==> config.mk <==
export PLATFORM = sky130hd
export DESIGN_NAME = qeciphy_rx_word_aligner
export DESIGN_NICKNAME = d
export VERILOG_FILES = /design/src/rtl/qeciphy_rx_word_aligner.sv
export SDC_FILE = /design/constraint.sdc
export NUM_CORES = 1
export LEC_CHECK = 0
export CAP_MARGIN = 20
export CORE_UTILIZATION = 55
export DETAILED_ROUTE_END_ITERATION = 8
export HOLD_SLACK_MARGIN = 0.05
export PLACE_DENSITY = 0.83
export SYNTH_ARGS = -nofsm -noshare
export SYNTH_HDL_FRONTEND = slang
export SYNTH_SLANG_ARGS = --single-unit
==> constraint.sdc <==
create_clock -name clk -period 3.6 [get_ports clk]
set_input_delay 0.72 -clock clk [delete_from_list [all_inputs] [get_ports clk]]
set_output_delay 0.72 -clock clk [all_outputs]
set_load 0.05 [all_outputs]
==> images/class_map.png <==
Bar = 20 µm. Fill, decap, tap and diode cells in grey.
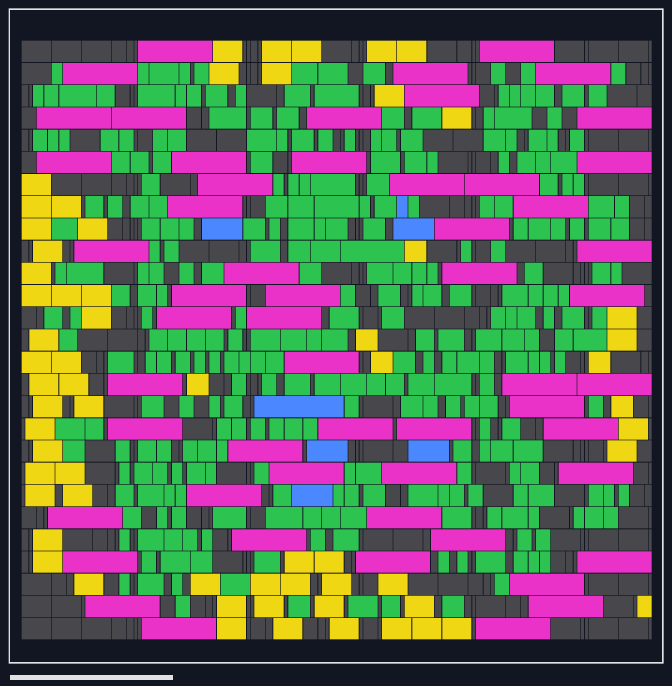
remaining buffers and delay cells -> yellow  # cells 64, share of their area 16%
clock drivers and dummy loads -> blue  # cells 7, share of their area 2.6%
registers -> magenta  # cells 55, share of their area 35%
remaining logic cells -> green  # cells 303, share of their area 47%
final design utilization: 71.80%
# rows: 27
Core ar.: 0.005675 mm²
fraction of area in registers: 33.77%
final instance area: 0.004075 mm²

==> images/floorplan.png <==
Pins as bars on the die edge. Tap cells in grey.
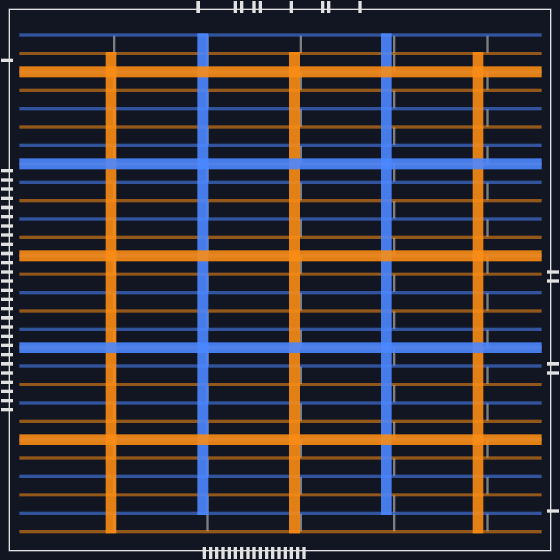
VSS -> orange
VDD -> blue
rows = 27
tap cells = 72
met5 straps = 5
signal pins = 59
DIE HEIGHT: 79.88 µm
die width: 79.88 µm
Peak VDD IR: 0.1693 mV

==> images/clock_wires.png <==
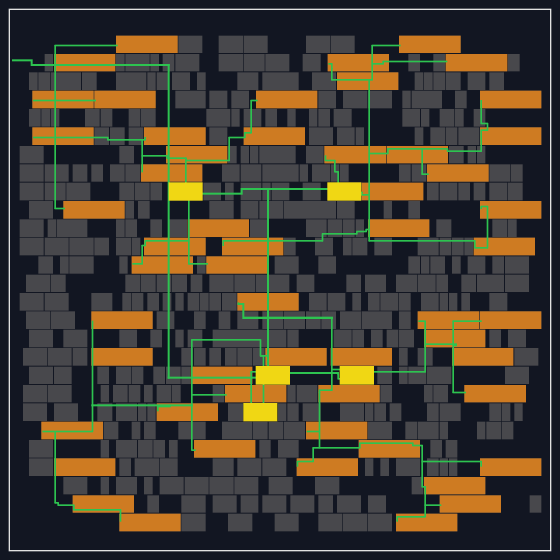
clock wires -> green  # length 674 µm
flip-flops -> orange  # count 55
clock-net drivers -> yellow  # count 5
flops lie = widely spread
routed clock nets = 6
Clock Power: 0.403 mW
Worst-Skew Late Latency: 310 ps

==> results.py <==
# Physical implementation metrics
metrics = {
    "floorplanning": {
        "ioPinCount": 59,
        "fp_util_pct": 58.77,
    },
    "power": {
        "p_int_mw": 0.9045,
        "power.switching_mw": 0.2871,
        "combPwrFrac_pct": 13.0,
        "p_per_area_mw_per_mm2": 292.4,
        "pwr-share-clk_pct": 33.8,
        "seq_power_share_pct": 53.2,
    },
    "final_timing": {
        "rsz0062_at_grt": "false",
        "setup_slack_ps": 766.2,
        "max_clock_freq_mhz": 352.9,
        "tightest_slew_ps": 829.0,
        "hold_viol": 0,
        "min_period_ps": 2834,
        "fin_tns_setup_ps": 0,
        "slew_violations": 0,
        "slew_headroom_pct": 44.74,
        "fin_skew_ps": 9.855,
    },
    "finish": {
        "nets": 483,
        "antenna_cells": 0,
        "drive_gt1_share_pct": 5.828,
        "areaGrowthSynthToFinish_pct": 22.17,
    },
    "drt": {
        "wl_per_cell_um": 15.55,
        "drc": 0,
        "viasPerCell": 6.269,
        "antenna_left": 0,
        "drt_iter0_drc": 239,
        "routed_wl_um": 7790,
    },
    "critical_path": {
        "cp.required_ps": 3760,
        "rrSetupSlack_ps": 1210,
        "max_stage_delay_ps": 600,
        "worstSetupStartpointType": "primary input",
    },
    "hold_path": {
        "min_path_type": "flop to flop",
        "min_path_cells": 1,
    },
    "run_status": {
        "status": "finished clean",
    },
    "grt": {
        "grt_pass1_wl_um": 13930,
        "grt_max_degree": 38,
        "antenna_found_initial": 0,
        "grt_pass1_vias": 3053,
    },
    "yosys": {
        "synthesis.nets": 428,
        "most_common_cell": "dfrtp_1",
        "post_synth_ao_oa_area_fraction_pct": 23.26,
        "ys.flops": 55,
        "syn_area_per_cell_um2": 8.919,
        "ff_type": "dfrtp_1",
        "synth_warnings": 0,
        "yosysTopAreaCellShare_pct": 41.26,
        "adder_share_pct": 2.251,
        "yosysTopAreaCell": "dfrtp_1",
        "top_cells_by_count": "dfrtp_1, nand2_1, nand3_1",
    },
    "cts": {
        "cts_max_level": 2,
        "hold_buffers": 0,
        "numClockSinks": 55,
        "cts_tree": "built",
        "cts_inserted_buffers": 5,
        "cts-root-buf": "clkbuf_8",
        "post_cts_resized": 0,
    },
    "run": {
        "warnings": 27,
    },
    "placement": {
        "dp_slack_ps": 458.0,
        "place_congestion": 0.8657,
        "portBuffers": 58,
    },
}
cell type report:
type | instances | area (µm²)
well taps | 72 | 90.09
repair buffers | 64 | 620.6
multi-input cells | 286 | 1822
clock inverters | 1 | 30.03
clock buffers | 6 | 72.57
flip-flops and latches | 55 | 1376
inverters | 17 | 63.81
fillers | 428 | 1600
cells in the final DEF, fill, tap and decap left out, types with 7 or more instances in the layout:
| cell | Yosys | routed |
|---|---|---|
| nor3_1 | 9 | 9 |
| nand2_1 | 30 | 30 |
| and3_1 | 14 | 14 |
| a22o_1 | 8 | 8 |
| mux2i_1 | 11 | 11 |
| o21ai_0 | 22 | 22 |
| a31oi_1 | 11 | 11 |
| nand4_1 | 7 | 7 |
| nand3_1 | 29 | 29 |
| nor2_1 | 28 | 28 |
| clkdlybuf4s50_1 | 0 | 57 |
| inv_1 | 17 | 17 |
| dfrtp_1 | 55 | 55 |
| a21oi_1 | 15 | 15 |
| o211ai_1 | 13 | 13 |
worst max-delay path, delay by kind of cell:
| kind | cells | cell delay (ps) |
|---|---|---|
| AND-OR/OR-AND | 2 | 690 |
| AND/OR/NAND/NOR | 4 | 1130 |
| buffers and inverters | 1 | 450 |
logic make-up after synthesis:
| group | count (synthesis) |
|---|---|
| AND/OR/NAND/NOR | 156 |
| AND-OR/OR-AND | 109 |
| flip-flops | 55 |
| buffers and inverters | 33 |
| multiplexers | 12 |
| adder cells (fa/ha/maj) | 6 |
| XOR/XNOR | 3 |
through the flow:
stage	power [mW]	std cells	cell area, µm²
after CTS	1.198	501	4075
after global routing	1.247	501	4075
after detailed placement	0.8012	494	3973
after floorplan	0.7163	374	3336
after global placement	0.7968	494	3973
final	1.192	501	4075
power by group through the flow:
stage / clock [mW] / combinational, mW / sequential [mW]
final: 0.403 / 0.155 / 0.634
after global routing: 0.441 / 0.171 / 0.635
after CTS: 0.409 / 0.156 / 0.633
after detailed placement: 0 / 0.155 / 0.646
after global placement: 0 / 0.151 / 0.646
after floorplan: 0 / 0.0696 / 0.647
routing by layer:
metal / vias to the layer above / GRT usage (%) / part of all wire, %
met1: 1530 / 37.76 / 45
li1: 1515 / - / -
met5: - / 0 / 0
met3: 6 / 4.571 / 4.7
met4: 0 / 7.857 / 1.2
met2: 90 / 45.73 / 49
Power and IR drop assume default switching activity.
